Design netlist_bist_ctrl, sky130hd; sources not shown.
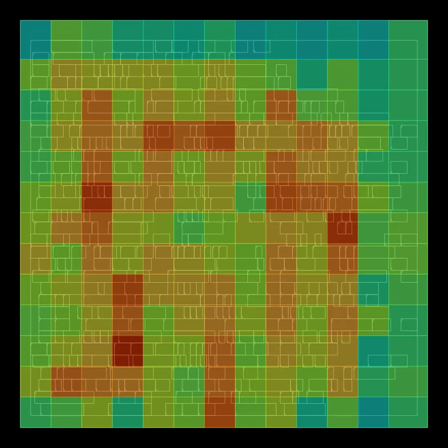
**Above:** routing congestion map.
Avg WL per Cell: 15.7 um
busiest grt layer: met2

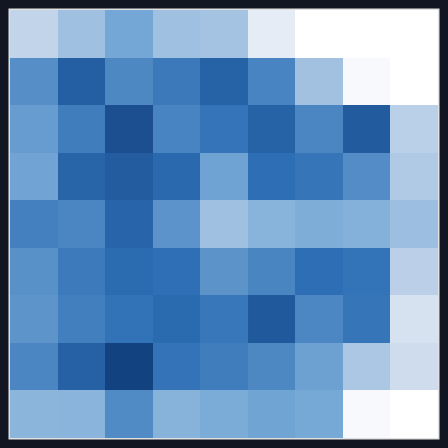
**Above:** placement density heat map.
The die is cut into 9 by 9 equal tiles; white is low, dark blue is high, 0 to 100% covered.
- fullest tile: 93%
- nearly empty tiles: 6.2%
- tiles over 75% full: 19%
fin util: 64.1%
core utilization at floorplan: 47.0%
core area: 7330 um2

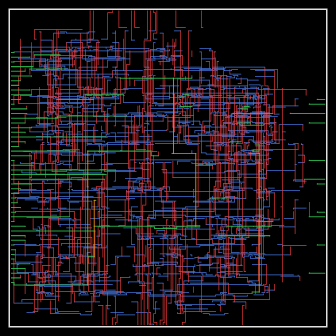
**Above:** metal layers overlaid.
- red: M2 (wire length 4150 um)
- green: M3 (wire length 614 um)
- blue: M1 (wire length 4010 um)
- orange: M4 (wire length 138 um)
routed vias: 3068
WL final: 8.91 mm

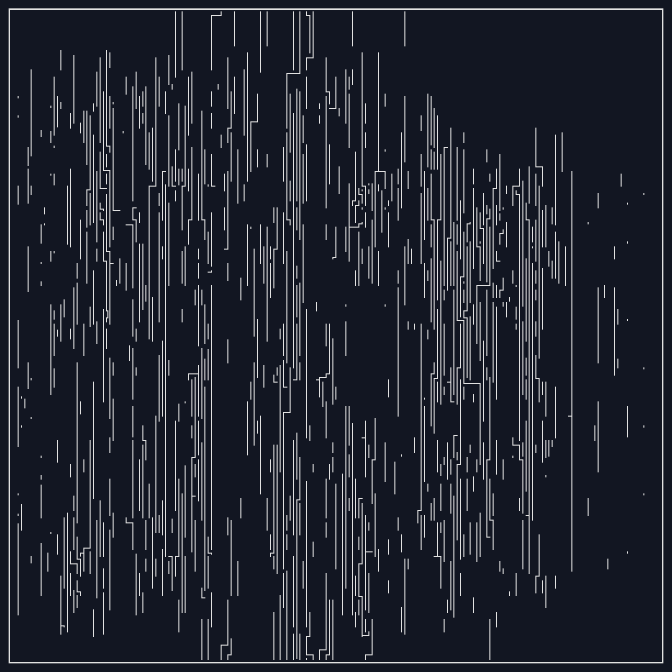
**Above:** signal wires on met2.
- main direction: vertical
- longest straight run: 56.1 um
- nets with wire on the layer: 414
- share of all routed wire: 47%
GR Util met2: 34.7%

==> reports/results.ini <==
[synth]
netlist.area_leader.share_pct = 34.8
syn_avg_cell_area_um2 = 9.45
synth-edff-count = 0
ys.flop_type = dfrtp_1
synth_area_um2 = 3450
numSynthFlops = 64
synth.distinct_cells = 51
top_cells_by_count = 87 x nand2_1, 48 x dfrtp_1, 32 x o21ai_0, 28 x xnor2_1, 19 x nor2_1
ys_seq_share_pct = 47.0
yosys-stat-area_um2 = 3450
yosys_warnings = 0
ys_cells = 365
fp_nets = 407
top_cell = nand2_1
synthCells = 365
area_leaders = dfrtp_1 35%, dfstp_2 12%, nand2_1 9.5%
synthArstFlopShare_pct = 100
top_area_cell = dfrtp_1

[cells_and_area]
n_antenna_cell = 0
fillers = 594
area_delta_synth_final_pct = 36.2
layout-drive-gt1-share_pct = 11.1
num-nets-final = 507
design_area_um2 = 4700

[worst_setup_path]
cpMaxStageDelayCell = nor2_1
reg2regPathDepth = 7
cp_num_buf_inv = 3
cp.required_ps = 6300
cpPeakStageDelay_ps = 530
cp-end-kind = flip-flop
path_cells = clkdlybuf4s50_1 > nand2b_1 > clkbuf_1 > nor2_1 > buf_2 > nand3b_1 > o211ai_1 > o21ai_0
arrival_ps = 2590
crit_fanout = 10
critPathKind = input port to flip-flop
cp-start-kind = input port
regToRegSetupSlack_ps = 3750
path_depth = 8
cp_top_family = buffers and inverters

[flow_run]
tool_warnings = 26
timing.max_cap.violations = 0

[die]
dieArea_um2 = 8380
io_pins = 89
dieWidth_um = 91.5
row_count = 31
fp.dieH_um = 91.5

[sta]
setup_viol = 0
relSlewSlack_pct = 54.2
timing.final.ws_setup_ps = 3710
timing.final.crit_share_pct = 39.2
rsz0062_at_grt = false
fin_setup_tns_ps = 0
max_freq_mhz = 418
drv_slew = 0
tightestPinTransition_ps = 685
layout_min_cycle_time_ps = 2390
finalHoldViolations = 0
finClkSkew_ps = 7.14

[clock_network]
cts.clk_slew.worst_paths_ps = 70
clk_path_buf_depth = 2
cts_root_buf = clkbuf_8
cts_tree = built
cts_buffers = 9
cts_resized = 0
holdBufCountCts = 0
cts_setup_buffers = 0
clock_sinks = 64
htreeDepth = 3
clk_latency_ps = 340

[min_path]
hold_class = flip-flop to flip-flop
min_path_cells = 2

[detailed_routing]
ant_nets = 0
firstDrtPassIters = 5
via_per_inst = 5.39
drc = 0
drt_iter0_markers = 191

[global_routing]
grt_pass1_wl_mm = 14.7
grt_pass1_vias = 2948
track_usage_pct = 22.9
grt.overflow.total = 0
grt_max_degree = 40
antenna_found_initial = 0

[place]
io_buffer_count = 88
hpwlAfterDp_mm = 6.48
gp_congestion = 0.906
dp_slack_ps = 3360
place_area_um2 = 4470

[power_and_ir_drop]
p_leak_nw = 1.89
power_mw = 2.33
powerDensity_nw_per_um2 = 496
peakVddDrop_mv = 0.353

[outcome]
status = complete, no violations

## through the flow
step | std cells | util, % | hold slack, ps
2_1_floorplan | 365 | - | 466
3_3_place_gp | 552 | 60.7 | 486
3_5_place_dp | 553 | 61.0 | 489
4_1_cts | 569 | 64.1 | 505
5_1_grt | 569 | 64.1 | 529
6_report | 569 | 64.1 | 501
## power breakdown
part / internal [mW] / switching (mW)
clock: 0.241 / 0.171
combinational: 0.530 / 0.560
sequential: 0.647 / 0.177
## layout make-up
cell class              instances  area [um2]  area share [%]
inverters                       5        18.8           0.400
clock buffers                  11         141            3.01
flip-flops and latches         64        1620            34.5
well taps                      99         124            2.64
repair buffers                 89         901            19.2
multi-input cells             276        1690            36.0
clock inverters                 5        81.3            1.73
plain buffers                  20         119            2.53
## cells by family after synthesis
family,count (synthesis),share of synthesized area [%]
multiplexers,7,2.03
buffers and inverters,25,3.99
AND-OR/OR-AND,83,15.6
adder cells (fa/ha/maj),1,0.363
XOR/XNOR,33,8.38
AND/OR/NAND/NOR,152,22.6
flip-flops,64,47.0
## per-layer routing
layer	global-route usage (%)	part of all wire (%)
met1	30.2	45
met2	34.7	47
met3	6.56	6.9
met4	6.44	1.5
met5	-	0
## tightest hold or removal path, delay by kind of cell (launching register included)
family,cells,cell delay [ps]
flip-flops,1,360
AND/OR/NAND/NOR,2,110
## cell usage in the layout, fill, tap and decap left out, types with 3 or more instances in the layout
cell type	synthesis	final
a21oi_1	12	12
a22oi_1	7	7
a31oi_1	7	7
and4_1	4	4
clkbuf_1	13	14
clkbuf_8	3	13
clkdlybuf4s50_1	0	88
dfrtp_1	48	48
dfstp_2	16	16
inv_1	5	4
mux2i_1	7	7
nand2_1	87	87
nand2b_1	3	3
nand3_4	3	3
nand4_1	5	5
nor2_1	19	19
nor2b_1	3	3
nor4_1	11	11
o21ai_0	32	32
o22a_1	7	7
o31ai_1	4	4
xnor2_1	28	28
xor2_1	5	5
Power figures rest on the tool's default switching activity, not on a simulated workload.
